Selected gate families:
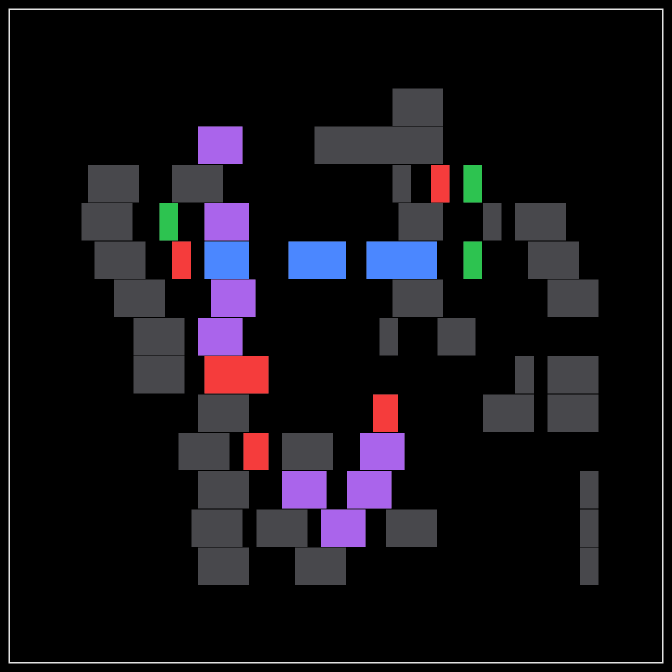
Signal metal coverage by tile:
The bar under the picture is 10 um long. The die is cut into 9 by 9 equal tiles; dark blue is low, red is high, scaled to the fullest tile. Values are wire area over tile area, all layers added.
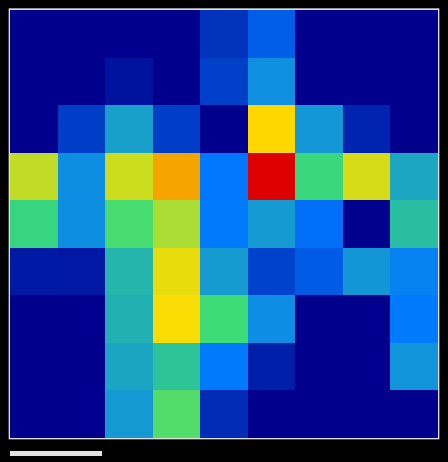
Cell classes on the final placement:
The bar under the picture is 10 um long.
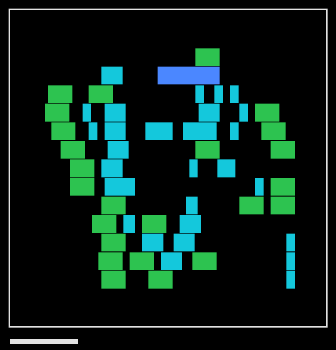
Congestion heat map:
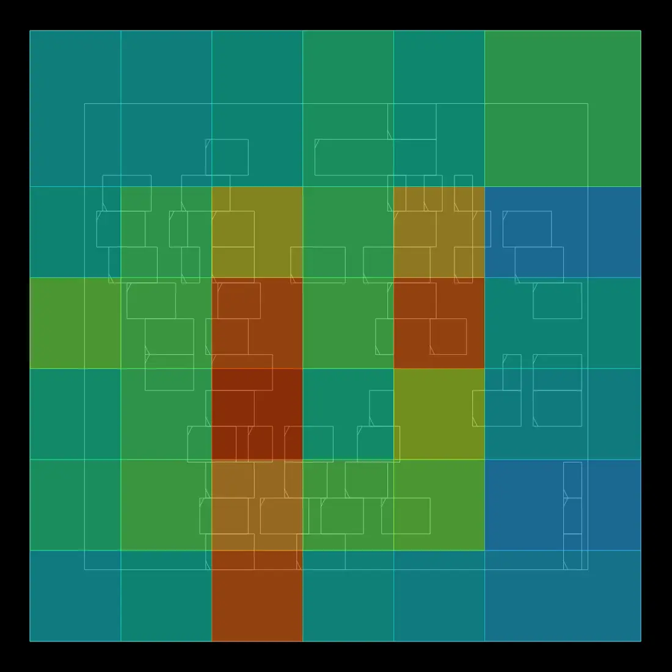
[config.mk]
export PLATFORM = sky130hd
export DESIGN_NAME = hazard_stall_ctrl_flat
export DESIGN_NICKNAME = d
export VERILOG_FILES = /design/src/rtl/wisc_pkg.sv /design/src/rtl/hazard_stall_ctrl_if.sv /design/src/rtl/dff.sv /design/src/rtl/hazard_cmp.sv /design/src/rtl/hazard_stall_ctrl.sv /design/src/flat_wrapper.sv
export SDC_FILE = /design/constraint.sdc
export NUM_CORES = 1
export LEC_CHECK = 0
export CELL_PAD_IN_SITES_DETAIL_PLACEMENT = 1
export CELL_PAD_IN_SITES_GLOBAL_PLACEMENT = 1
export CORE_MARGIN = 4
export CORE_UTILIZATION = 16
export DETAILED_ROUTE_END_ITERATION = 7
export PLACE_DENSITY_LB_ADDON = 0.1
export SLEW_MARGIN = 20
export SYNTH_ARGS = -nofsm -noshare
export SYNTH_HDL_FRONTEND = slang
export SYNTH_SLANG_ARGS = --single-unit
[constraint.sdc]
create_clock -name clk -period 5 [get_ports clk]
set_input_delay 1 -clock clk [delete_from_list [all_inputs] [get_ports clk]]
set_output_delay 1 -clock clk [all_outputs]
set_load 0.02 [all_outputs]
[src/rtl/wisc_pkg.sv]
// Shared WISC definitions: register specifier width, the hardwired zero
// register and the interlock FSM state encoding.
package wisc_pkg;
  localparam int REG_W = 4;

  typedef logic [REG_W-1:0] reg_id_t;

  localparam reg_id_t ZERO_REG = '0;

  localparam logic [1:0] ST_RUN    = 2'b00;
  localparam logic [1:0] ST_STALL  = 2'b01;
  localparam logic [1:0] ST_HALTED = 2'b10;
endpackage

[src/rtl/hazard_stall_ctrl_if.sv]
// Pipeline-control bundle between the datapath and the stall controller.
// The controller is the slave: it consumes the EX/ID fields and drives the
// pipeline enables.
interface hazard_stall_ctrl_if #(
  parameter int REG_W = 4,
  parameter int CNT_W = 3
);
  logic             ex_memRead;
  logic             ex_regWrite;
  logic [REG_W-1:0] ex_dstReg;
  logic [REG_W-1:0] id_srcReg1;
  logic [REG_W-1:0] id_srcReg2;
  logic             id_use1;
  logic             id_use2;
  logic             id_halt;
  logic             ex_branch_taken;
  logic             pc_wen;
  logic             if_id_wen;
  logic             if_id_flush;
  logic             id_ex_bubble;
  logic             halted;
  logic [CNT_W-1:0] stall_cnt;

  modport master (
    output ex_memRead, ex_regWrite, ex_dstReg, id_srcReg1, id_srcReg2,
           id_use1, id_use2, id_halt, ex_branch_taken,
    input  pc_wen, if_id_wen, if_id_flush, id_ex_bubble, halted, stall_cnt
  );

  modport slave (
    input  ex_memRead, ex_regWrite, ex_dstReg, id_srcReg1, id_srcReg2,
           id_use1, id_use2, id_halt, ex_branch_taken,
    output pc_wen, if_id_wen, if_id_flush, id_ex_bubble, halted, stall_cnt
  );
endinterface

[src/rtl/dff.sv]
// Generic flop primitive with asynchronous active-high reset to RST_VAL.
module dff #(
  parameter int           W       = 1,
  parameter logic [W-1:0] RST_VAL = '0
) (
  input  logic         clk,
  input  logic         rst,
  input  logic [W-1:0] d,
  output logic [W-1:0] q
);
  // Capture d every rising edge; rst forces RST_VAL immediately.
  always_ff @(posedge clk or posedge rst) begin
    if (rst) q <= RST_VAL;
    else     q <= d;
  end
endmodule

[src/rtl/hazard_cmp.sv]
// Load-use hazard detect: the load in EX writes a register the ID
// instruction actually reads. Register 0 is hardwired zero and never hazards.
module hazard_cmp
  import wisc_pkg::*;
#(
  parameter int REG_W = wisc_pkg::REG_W
) (
  input  logic             ex_memRead,
  input  logic             ex_regWrite,
  input  logic [REG_W-1:0] ex_dstReg,
  input  logic [REG_W-1:0] id_srcReg1,
  input  logic [REG_W-1:0] id_srcReg2,
  input  logic             id_use1,
  input  logic             id_use2,
  output logic             hazard
);
  logic match1;
  logic match2;

  assign match1 = id_use1 && (id_srcReg1 == ex_dstReg);
  assign match2 = id_use2 && (id_srcReg2 == ex_dstReg);
  assign hazard = ex_memRead && ex_regWrite
               && (ex_dstReg != REG_W'(ZERO_REG)) && (match1 || match2);
endmodule

[src/rtl/hazard_stall_ctrl.sv]
// ID/EX interlock: load-use stall, branch flush and HLT freeze for the
// 16-bit WISC 5-stage pipeline. Outputs respond in the same cycle.
module hazard_stall_ctrl
  import wisc_pkg::*;
#(
  parameter int LOAD_STALL = 1,
  parameter int REG_W      = wisc_pkg::REG_W,
  parameter int CNT_W      = 3
) (
  input  logic                clk,
  input  logic                rst,
  hazard_stall_ctrl_if.slave  bus
);
  logic [1:0]       state_q, state_d;
  logic [CNT_W-1:0] cnt_q, cnt_d;
  logic             hazard;
  logic             pc_wen, if_id_wen, if_id_flush, id_ex_bubble;

  hazard_cmp #(.REG_W(REG_W)) u_hazard_cmp (
    .ex_memRead  (bus.ex_memRead),
    .ex_regWrite (bus.ex_regWrite),
    .ex_dstReg   (bus.ex_dstReg),
    .id_srcReg1  (bus.id_srcReg1),
    .id_srcReg2  (bus.id_srcReg2),
    .id_use1     (bus.id_use1),
    .id_use2     (bus.id_use2),
    .hazard      (hazard)
  );

  dff #(.W(2), .RST_VAL(ST_RUN)) u_state_ff (
    .clk (clk), .rst (rst), .d (state_d), .q (state_q)
  );

  dff #(.W(CNT_W), .RST_VAL('0)) u_cnt_ff (
    .clk (clk), .rst (rst), .d (cnt_d), .q (cnt_q)
  );

  // Next state and enables; branch beats hazard/stall, which beats halt.
  always_comb begin
    state_d      = state_q;
    cnt_d        = cnt_q;
    pc_wen       = 1'b1;
    if_id_wen    = 1'b1;
    if_id_flush  = 1'b0;
    id_ex_bubble = 1'b0;
    case (state_q)
      ST_RUN: begin
        if (bus.ex_branch_taken) begin
          // Load the target, squash the wrong-path instruction in ID.
          if_id_flush  = 1'b1;
          id_ex_bubble = 1'b1;
          state_d      = ST_RUN;
          cnt_d        = '0;
        end else if (hazard) begin
          pc_wen       = 1'b0;
          if_id_wen    = 1'b0;
          id_ex_bubble = 1'b1;
          if (LOAD_STALL == 1) begin
            state_d = ST_RUN;
            cnt_d   = '0;
          end else begin
            state_d = ST_STALL;
            cnt_d   = CNT_W'(LOAD_STALL - 1);
          end
        end else if (bus.id_halt) begin
          // HLT itself flows into EX; fetch freezes behind it.
          pc_wen    = 1'b0;
          if_id_wen = 1'b0;
          state_d   = ST_HALTED;
        end
      end
      ST_STALL: begin
        if (bus.ex_branch_taken) begin
          // EX should hold a bubble here, but a taken branch still wins.
          if_id_flush  = 1'b1;
          id_ex_bubble = 1'b1;
          state_d      = ST_RUN;
          cnt_d        = '0;
        end else begin
          pc_wen       = 1'b0;
          if_id_wen    = 1'b0;
          id_ex_bubble = 1'b1;
          if (cnt_q <= CNT_W'(1)) begin
            state_d = ST_RUN;
            cnt_d   = '0;
          end else begin
            cnt_d = cnt_q - CNT_W'(1);
          end
        end
      end
      ST_HALTED: begin
        pc_wen       = 1'b0;
        if_id_wen    = 1'b0;
        id_ex_bubble = 1'b1;
      end
      default: begin
        state_d = ST_RUN;
        cnt_d   = '0;
      end
    endcase
    // Hold the front end and keep ID/EX empty while reset is asserted.
    if (rst) begin
      pc_wen       = 1'b0;
      if_id_wen    = 1'b0;
      if_id_flush  = 1'b0;
      id_ex_bubble = 1'b1;
    end
  end

  assign bus.pc_wen       = pc_wen;
  assign bus.if_id_wen    = if_id_wen;
  assign bus.if_id_flush  = if_id_flush;
  assign bus.id_ex_bubble = id_ex_bubble;
  assign bus.halted       = (state_q == ST_HALTED);
  assign bus.stall_cnt    = cnt_q;
endmodule

[src/flat_wrapper.sv]
// flat-port wrapper written by rule: the top's interface ports become plain ports
module hazard_stall_ctrl_flat import wisc_pkg::*;
#(
  parameter int LOAD_STALL = 1,
  parameter int REG_W      = wisc_pkg::REG_W,
  parameter int CNT_W      = 3
)
  (clk, rst, bus_ex_memRead, bus_ex_regWrite, bus_ex_dstReg, bus_id_srcReg1, bus_id_srcReg2, bus_id_use1, bus_id_use2, bus_id_halt, bus_ex_branch_taken, bus_pc_wen, bus_if_id_wen, bus_if_id_flush, bus_id_ex_bubble, bus_halted, bus_stall_cnt);
  hazard_stall_ctrl_if #(.REG_W(REG_W), .CNT_W(CNT_W)) bus_i ();
  input  logic clk;
  input  logic rst;
  input wire logic [$bits(bus_i.ex_memRead)-1:0] bus_ex_memRead;
  input wire logic [$bits(bus_i.ex_regWrite)-1:0] bus_ex_regWrite;
  input wire logic [$bits(bus_i.ex_dstReg)-1:0] bus_ex_dstReg;
  input wire logic [$bits(bus_i.id_srcReg1)-1:0] bus_id_srcReg1;
  input wire logic [$bits(bus_i.id_srcReg2)-1:0] bus_id_srcReg2;
  input wire logic [$bits(bus_i.id_use1)-1:0] bus_id_use1;
  input wire logic [$bits(bus_i.id_use2)-1:0] bus_id_use2;
  input wire logic [$bits(bus_i.id_halt)-1:0] bus_id_halt;
  input wire logic [$bits(bus_i.ex_branch_taken)-1:0] bus_ex_branch_taken;
  output wire logic [$bits(bus_i.pc_wen)-1:0] bus_pc_wen;
  output wire logic [$bits(bus_i.if_id_wen)-1:0] bus_if_id_wen;
  output wire logic [$bits(bus_i.if_id_flush)-1:0] bus_if_id_flush;
  output wire logic [$bits(bus_i.id_ex_bubble)-1:0] bus_id_ex_bubble;
  output wire logic [$bits(bus_i.halted)-1:0] bus_halted;
  output wire logic [$bits(bus_i.stall_cnt)-1:0] bus_stall_cnt;
  assign bus_i.ex_memRead = bus_ex_memRead;
  assign bus_i.ex_regWrite = bus_ex_regWrite;
  assign bus_i.ex_dstReg = bus_ex_dstReg;
  assign bus_i.id_srcReg1 = bus_id_srcReg1;
  assign bus_i.id_srcReg2 = bus_id_srcReg2;
  assign bus_i.id_use1 = bus_id_use1;
  assign bus_i.id_use2 = bus_id_use2;
  assign bus_i.id_halt = bus_id_halt;
  assign bus_i.ex_branch_taken = bus_ex_branch_taken;
  assign bus_pc_wen = bus_i.pc_wen;
  assign bus_if_id_wen = bus_i.if_id_wen;
  assign bus_if_id_flush = bus_i.if_id_flush;
  assign bus_id_ex_bubble = bus_i.id_ex_bubble;
  assign bus_halted = bus_i.halted;
  assign bus_stall_cnt = bus_i.stall_cnt;
  hazard_stall_ctrl #(.LOAD_STALL(LOAD_STALL), .REG_W(REG_W), .CNT_W(CNT_W)) u_core (.clk(clk), .rst(rst), .bus(bus_i));
endmodule
==> flow_metrics.env <==
# source this file to load flow results
export IMPL_grt_max_degree=4
export IMPL_seq_cells=1
export IMPL_chipHeight_um=46.3
export IMPL_globalRouteMet3Util_pct=0.391
export IMPL_crit_required_ps=4000
export IMPL_syn_avg_cell_area_um2=7.59
export IMPL_hold_slack_ps=491
export IMPL_grtUsageMet2_pct=17.3
export IMPL_placed_area_um2=472
export IMPL_synthAdderAreaFrac_pct=0
export IMPL_initial_core_util_pct=17.4
export IMPL_power_density_mw_per_mm2=74.8
export IMPL_p_leak_uw=0.000196
export IMPL_design_area_um2=472
export IMPL_pwr_share_clk_pct=0
export IMPL_wl_met1_um=262
export IMPL_nets=75
export IMPL_area_leaders="xor2_1 (22%), buf_4 (13%), dfrtp_1 (11%)"
export IMPL_hold_viol=0
export IMPL_ys_ff=1
export IMPL_synthToLayoutAreaGrowth_pct=101
export IMPL_warnings=29
export IMPL_setup_ws_ps=895
export IMPL_diodes=0
export IMPL_drt_iter0_markers=2
export IMPL_clkTransAtPathRegs_ps=0
export IMPL_chipWidth_um=46.3
export IMPL_swShare_pct=28.5
export IMPL_dp_cells=68
export IMPL_p_int_uw=25.2
export IMPL_fmax_mhz=244
export IMPL_dr_pass1_iters=2
export IMPL_aoi_share_pct=6.91
export IMPL_cts_resized=0
export IMPL_wl_met2_um=459
export IMPL_ys_types=15
export IMPL_synthMuxAreaShare_pct=0
export IMPL_cp_common_cell="clkdlybuf4s50_1"
export IMPL_nFillCells=170
export IMPL_cp_max_fo=3
export IMPL_syn_cell_area_um2=235
export IMPL_finalClockPeriodUsage_pct=82.1
export IMPL_synthCells=31
export IMPL_crit_path_end_kind="output pin"
export IMPL_dr_max_layer_used="met4"
export IMPL_hp_class="register to register"
export IMPL_worstPathArrival_ps=3100
export IMPL_postRouteAntennaNets=0
export IMPL_worst_setup_path_type="primary input to output pin"
export IMPL_antenna_found_initial=0
export IMPL_ff_latch_area_um2=25.0
export IMPL_p_sw_uw=10.1
export IMPL_tns_ps=0
export IMPL_seq_power_share_pct=23.4
export IMPL_finalCriticalPeriod_ps=4100
export IMPL_drv_cap=0
export IMPL_yosys_warnings=0
export IMPL_peakVddDrop_mv=0.0245
export IMPL_critPathLaunchType="primary input"
export IMPL_top_regs="u_core.u_state_ff.q: 1 flops"
export IMPL_slowest_delay_ps=550
export IMPL_top_area_share_pct=22.3
export IMPL_grtUsageMet1_pct=8.92
export IMPL_synth_logic_top_family="simple AND/OR/NAND/NOR gates"
export IMPL_drive_gt1_share_pct=5.66
export IMPL_crit_family="simple AND/OR/NAND/NOR gates"
export IMPL_io_pins=28
export IMPL_setup_viol=0
export IMPL_postCtsHoldBufs=0
export IMPL_post_cts_buffers=0
export IMPL_outcome="finished, final reports clean"
export IMPL_biggestCellCategory="non-clock buffers"
export IMPL_yosys_area_top_type="xor2_1"
export IMPL_synth_stat_cells=31
export IMPL_logic_gate_count=24
export IMPL_slowest_stage="clkdlybuf4s50_1"
export IMPL_io_buffer_count=24
export IMPL_lay_top_cells="clkdlybuf4s50_1 (24), xor2_1 (6), inv_1 (4)"
export IMPL_viasPerCell=4.24
export IMPL_grt_pass1_wl_mm=1.37
-- 'selected gate families' (at the start) --
| colour | family | cells |
|---|---|---|
| blue | AND and OR gates | 3 |
| purple | XOR/XNOR gates | 8 |
| red | NOR gates | 5 |
| green | NAND gates | 3 |
Top cell excl fill/tap: clkdlybuf4s50_1
multi-input combinational area share: 36.6%
Finished Layout Cells: 68

-- 'signal metal coverage by tile' (at the start) --
emptiest ninth of the die: north-east
tiles over half the peak: 15%
nearly empty tiles: 38%
mean over tiles: 0.062
densest ninth of the die: centre
fullest tile: 0.28
Wirelength per Cell: 11.9 um
routed vias: 288
Total GRT Usage: 8.36%
final wirelength: 811 um

-- 'cell classes on the final placement' (at the start) --
| colour | class | cells | share of their area |
|---|---|---|---|
| blue | flops | 1 | 5.5% |
| cyan | all other logic | 28 | 41% |
| green | other buffers and delay cells | 24 | 53% |
Seq area share: 5.31%
core outline area: 0.00135 mm^2
row count: 13

-- 'congestion heat map' (at the start) --
GRT busiest layer: met2
Core Util, Final: 34.9%

## final timing paths
path                                     endpoint                   start  cells past startpoint  slack [ps]
setup reg to reg           u_core.u_state_ff.q[1]  u_core.u_state_ff.q[1]                      2        4380
setup / recovery                 bus_id_ex_bubble        bus_ex_dstReg[1]                      6         900
max in group asynchronous  u_core.u_state_ff.q[1]                     rst                      2        3700
hold reg to reg            u_core.u_state_ff.q[1]  u_core.u_state_ff.q[1]                      2         490
min in group asynchronous  u_core.u_state_ff.q[1]                     rst                      2        1200
hold / removal             u_core.u_state_ff.q[1]  u_core.u_state_ff.q[1]                      2         490
## synth_stat cells (all sizes together)
master and n:
and4 2, buf 4, conb 1, dfrtp 1, inv 4, nand2 3
nor2 2, nor3 2, nor4 1, o31ai 1, o41ai 1, or4b 1
xnor2 2, xor2 6
